Clock routing:
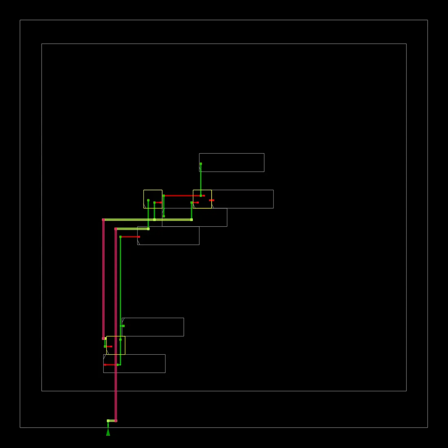
Routed clock nets over the placement:
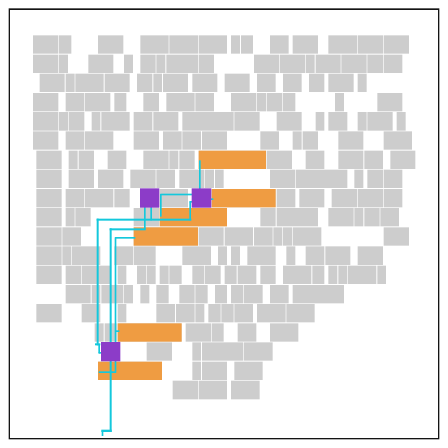
### config.mk
export PLATFORM = sky130hd
export DESIGN_NAME = rc4_phase_sequencer
export DESIGN_NICKNAME = d
export VERILOG_FILES = /design/src/rtl/rc4_phase_sequencer.sv
export SDC_FILE = /design/constraint.sdc
export NUM_CORES = 1
export LEC_CHECK = 0
export ABC_AREA = 1
export ABC_CLOCK_PERIOD_IN_PS = 1300
export CORE_MARGIN = 3
export CORE_UTILIZATION = 24
export DETAILED_ROUTE_END_ITERATION = 10
export PLACE_DENSITY = 0.87
export SYNTH_ARGS = -nofsm -noshare
export SYNTH_HDL_FRONTEND = slang
export SYNTH_SLANG_ARGS = --single-unit
### constraint.sdc
create_clock -name clk -period 1.3 [get_ports clk]
set_input_delay 0.195 -clock clk [delete_from_list [all_inputs] [get_ports clk]]
set_output_delay 0.195 -clock clk [all_outputs]
set_load 0.02 [all_outputs]
### src/rtl/rc4_phase_sequencer.sv
// RC4 phase sequencer: runs init/shuffle/decrypt sub-FSMs and arbitrates S-memory.
// Optional per-phase watchdog enabled by defining PHASE_TIMEOUT_EN.
module rc4_phase_sequencer #(
  parameter int ADDR_W         = 8,
  parameter int DATA_W         = 8,
  parameter int TIMEOUT_CYCLES = 1024
) (
  input  logic              clk,
  input  logic              reset_n,
  input  logic              start,
  input  logic              dec_en,
  output logic              finish,
  output logic              busy,
  output logic [1:0]        phase,
  output logic              error,
  output logic              start_init,
  output logic              start_shuffle,
  output logic              start_dec,
  input  logic              finish_init,
  input  logic              finish_shuffle,
  input  logic              finish_dec,
  input  logic              wr_en_init,
  input  logic              wr_en_shuffle,
  input  logic              wr_en_dec,
  input  logic [ADDR_W-1:0] addr_init,
  input  logic [ADDR_W-1:0] addr_shuffle,
  input  logic [ADDR_W-1:0] addr_dec,
  input  logic [DATA_W-1:0] wr_data_init,
  input  logic [DATA_W-1:0] wr_data_shuffle,
  input  logic [DATA_W-1:0] wr_data_dec,
  output logic [ADDR_W-1:0] mem_addr,
  output logic [DATA_W-1:0] mem_wr_data,
  output logic              mem_wr_en
);

  localparam logic [2:0] S_IDLE = 3'd0;
  localparam logic [2:0] S_INIT = 3'd1;
  localparam logic [2:0] S_SHUF = 3'd2;
  localparam logic [2:0] S_DEC  = 3'd3;
  localparam logic [2:0] S_GAP  = 3'd4;
  localparam logic [2:0] S_DONE = 3'd5;
  localparam logic [2:0] S_ERR  = 3'd6;

  localparam logic [1:0] N_SHUF = 2'd0;
  localparam logic [1:0] N_DEC  = 2'd1;
  localparam logic [1:0] N_DONE = 2'd2;

  logic [2:0] state_q, state_d;
  logic [1:0] nxt_q, nxt_d;
  logic       dec_q, dec_d;
  logic       tmo;

`ifdef PHASE_TIMEOUT_EN
  localparam int CW = (TIMEOUT_CYCLES > 2) ? $clog2(TIMEOUT_CYCLES) : 1;

  logic [CW-1:0] cnt_q, cnt_d;
  logic          act;

  assign act = (state_q == S_INIT) ||
               (state_q == S_SHUF) ||
               (state_q == S_DEC);

  // Cleared whenever a phase is entered, so it counts cycles spent in it.
  assign cnt_d = (act && state_d == state_q) ? cnt_q + 1'b1 : '0;
  assign tmo   = act && (cnt_q == CW'(TIMEOUT_CYCLES - 1));
  assign error = (state_q == S_ERR);

  always_ff @(posedge clk or negedge reset_n) begin
    if (!reset_n) cnt_q <= '0;
    else          cnt_q <= cnt_d;
  end
`else
  logic [31:0] unused_cfg;

  assign unused_cfg = 32'(TIMEOUT_CYCLES);
  assign tmo        = 1'b0;
  assign error      = 1'b0;
`endif

  always_comb begin
    state_d = state_q;
    nxt_d   = nxt_q;
    dec_d   = dec_q;
    case (state_q)
      S_IDLE: begin
        if (start) begin
          state_d = S_INIT;
          dec_d   = dec_en;
        end
      end
      S_INIT: begin
        if (finish_init) begin
          state_d = S_GAP;
          nxt_d   = N_SHUF;
        end else if (tmo) begin
          state_d = S_ERR;
        end
      end
      S_SHUF: begin
        if (finish_shuffle) begin
          state_d = S_GAP;
          nxt_d   = dec_q ? N_DEC : N_DONE;
        end else if (tmo) begin
          state_d = S_ERR;
        end
      end
      S_DEC: begin
        if (finish_dec) begin
          state_d = S_GAP;
          nxt_d   = N_DONE;
        end else if (tmo) begin
          state_d = S_ERR;
        end
      end
      S_GAP: begin
        case (nxt_q)
          N_SHUF:  state_d = S_SHUF;
          N_DEC:   state_d = S_DEC;
          default: state_d = S_DONE;
        endcase
      end
      S_DONE:  state_d = S_IDLE;
      S_ERR:   state_d = S_ERR;
      default: state_d = S_IDLE;
    endcase
  end

  always_ff @(posedge clk or negedge reset_n) begin
    if (!reset_n) begin
      state_q <= S_IDLE;
      nxt_q   <= N_SHUF;
      dec_q   <= 1'b0;
    end else begin
      state_q <= state_d;
      nxt_q   <= nxt_d;
      dec_q   <= dec_d;
    end
  end

  assign start_init    = (state_q == S_INIT);
  assign start_shuffle = (state_q == S_SHUF);
  assign start_dec     = (state_q == S_DEC);
  assign finish        = (state_q == S_DONE);
  assign busy          = (state_q != S_IDLE) && (state_q != S_ERR);

  always_comb begin
    phase = 2'd0;
    case (state_q)
      S_INIT:  phase = 2'd1;
      S_SHUF:  phase = 2'd2;
      S_DEC:   phase = 2'd3;
      default: phase = 2'd0;
    endcase
  end

  // Grant follows the state register only; q is fanned out elsewhere.
  always_comb begin
    mem_wr_en   = 1'b0;
    mem_addr    = '0;
    mem_wr_data = '0;
    unique case (1'b1)
      start_init: begin
        mem_wr_en   = wr_en_init;
        mem_addr    = addr_init;
        mem_wr_data = wr_data_init;
      end
      start_shuffle: begin
        mem_wr_en   = wr_en_shuffle;
        mem_addr    = addr_shuffle;
        mem_wr_data = wr_data_shuffle;
      end
      start_dec: begin
        mem_wr_en   = wr_en_dec;
        mem_addr    = addr_dec;
        mem_wr_data = wr_data_dec;
      end
      default: begin
        mem_wr_en   = 1'b0;
        mem_addr    = '0;
        mem_wr_data = '0;
      end
    endcase
  end

endmodule

==> flow_summary.json <==
{
  "p_comb_share_pct": 33.7,
  "htreeDepth": 1,
  "die_width_um": 60.7,
  "buf_share_pct": 54.2,
  "r2r_start": "state_q[0]$_DFFE_PN0P_",
  "drc": 0,
  "synthTopCellsByCount": "nand2_1 (47), a22oi_1 (15), nand3_1 (7), nor2_1 (7)",
  "drt_iter0_markers": 48,
  "drt-total-wl_um": 3200,
  "synth-main-ff-cell": "dfrtp_1",
  "cp-start-kind": "register",
  "rr_endpoint": "state_q[0]$_DFFE_PN0P_",
  "slew_violations": 0,
  "syn_nets": 176,
  "p_leak_nw": 0.878,
  "grt_usage_pct": 16.4,
  "cts_sinks": 6,
  "post-route-util_pct": 66.2,
  "p_sw_w": 0.0000995,
  "nets": 278,
  "grt_overflow": 0,
  "period_minus_slack_ns": 1.66,
  "taps": 31,
  "area_leaders": "nand2_1 (25%), dfrtp_1 (21%), a22oi_1 (16%)",
  "finalHoldViolations": 0,
  "cp_max_fo": 13,
  "die-area_um2": 3680,
  "antenna_found_initial": 0,
  "endpoint": "mem_addr[1]",
  "inv_count": 13,
  "grt_start_max_net_pins": 21,
  "switching_share_pct": 18.4,
  "setup_viol_count_final": 29,
  "avgSynthCellArea_um2": 6.08,
  "pg_seq_w": 0.000187,
  "die.size.y_um": 60.7,
  "antenna_cells": 0,
  "place_ws_ns": -0.539,
  "post-dp-hpwl_um": 2390,
  "comb_share_pct": 31.0,
  "cts_made_buffers": 3,
  "viasPerCell": 4.66,
  "drv_cap": 0,
  "vias": 1161,
  "rows": 19,
  "worstPathArrival_ns": 1.46,
  "fin_crit_sh_pct": 127,
  "yosysSeqAreaShare_pct": 20.9,
  "clk_pin_slew_worst_paths_ns": 0.04,
  "comb_power_w": 0.000182,
  "layout-drive-gt1-share_pct": 39.9,
  "min_path_type": "input pin to asynchronous set/reset pin",
  "synth_warnings": 0,
  "syn_inst": 118,
  "synthArstFlopShare_pct": 100,
  "wl_per_cell_um": 12.8,
  "fp_util_pct": 25.6,
  "cts_root_buf": "clkbuf_4",
  "violations": "negative setup slack",
  "ys_types": 21,
  "numSynthFlops": 6,
  "ctsResizeCount": 130,
  "outcome": "finished with violations",
  "ant_nets": 0,
  "dp_cells": 237,
  "power.group.top": "registers",
  "syn2layout_area_growth_pct": 159,
  "fin_cells": 249,
  "fill_cells": 227,
  "io_buffer_count": 81,
  "r2r_slack_ns": -0.17,
  "clk_share_pct": 1.21,
  "io_pins": 83,
  "grt_pass1_wl_um": 4400,
  "intPower_w": 0.000440,
  "sh_seq_area_pct": 8.22,
  "yosys_cells": 118,
  "fp.coreArea_um2": 2810,
  "whs_ns": 0.187,
  "yosysChipArea_um2": 717,
  "yosys.area.top_type": "nand2_1",
  "ff2ff_path_depth": 10,
  "power_density_nw_per_um2": 291,
  "cp-end-kind": "output port",
  "fmax_ghz": 0.603,
  "top_area_cell_class": "buffers",
  "regArea_um2": 153,
  "yosys.cell_count.top_type": "nand2_1",
  "crit_type": "register to output port",
  "gp_congestion": 0.887,
  "top_cell_area_share_pct": 24.6,
  "drt_first_pass_iters": 4,
  "cts_max_path_buffers": 2,
  "signal_buffers": 101,
  "multiInputGateArea_um2": 577,
  "startpoint": "state_q[0]$_DFFE_PN0P_",
  "ir_drop_v": 0.000342,
  "comb_cells": 95,
  "warnings": 29,
  "cts_hold_buf": 0,
  "netlist_area_um2": 717,
  "required_ns": 1.11,
  "nClkBuffers": 3,
  "fin_ws_ns": -0.357,
  "rsz0062_at_grt": "yes",
  "fin_total_pwr_w": 0.000540
}
About 'clock routing':
Power Clock: 0.000171 W
Flops: 6

About 'routed clock nets over the placement':
- cyan: clock wires (length 118 um)
- purple: clock drivers (count 3)
- orange: flip-flops (count 6)
- routed clock nets: 4
Clock power frac: 31.6%
final clock skew: 0.00231 ns
Late-Pin Clk Latency: 0.25 ns

routing by layer:
metal | share of wire, % | global-route usage (%)
met2 | 54 | 27.2
met3 | 7.1 | 5.11
met4 | 2.7 | 8.05
met1 | 37 | 19.0
met5 | 0 | 0
kinds of logic (layout without fill, tap and decap cells):
kind of cell | after synthesis | count (layout) | synth area share (%)
buffers and inverters | 17 | 117 | 14.1
other | 1 | 1 | 0.523
AND-OR/OR-AND | 24 | 24 | 22.7
AND/OR/NAND/NOR | 70 | 70 | 41.7
flip-flops | 6 | 6 | 20.9
state kept, by name (all words and copies together), names as in the netlist:
| register | cells |
|---|---|
| dec_q | 1 |
| nxt_q | 2 |
| state_q | 3 |
critical path, cell delays in order (launching register included):
cell and delay [ns]:
dfrtp_2 0.44, inv_2 0.09, nor3_4 0.05, buf_12 0.14
buf_12 0.12, a22oi_1 0.17, nand2_2 0.08, buf_6 0.13
layout by cell type (no fill, tap or decap):
cell type,Yosys,routed
nand2_2,2,18
dfrtp_1,6,4
a22oi_1,15,14
dfrtp_2,0,2
nor3_4,1,2
o21bai_1,1,1
nand3_1,7,3
buf_12,0,3
a22oi_2,0,1
nor2_4,0,4
nand3_2,0,4
clkdlybuf4s50_1,0,57
nor2_2,2,1
nor3_1,4,3
clkinvlp_4,0,1
a21oi_1,1,1
clkbuf_4,0,3
inv_2,4,4
buf_6,4,21
nor2_1,7,4
inv_4,1,1
nand2_1,47,30
o211ai_1,1,1
inv_6,0,1
buf_4,1,16
o21ai_0,4,2
inv_1,6,6
nand2_4,0,1
o21ai_1,2,4
conb_1,1,1
buf_2,1,4
per-stage QoR:
stage | setup TNS (ns) | instance area [um^2]
after floorplan | -1.08 | 771
after global placement | -10.85 | 1680
after detailed placement | -11.00 | 1680
after CTS | -6.75 | 1790
after global routing | -8.77 | 1860
final | -6.63 | 1860
Power is estimated from default activity; no workload was simulated.
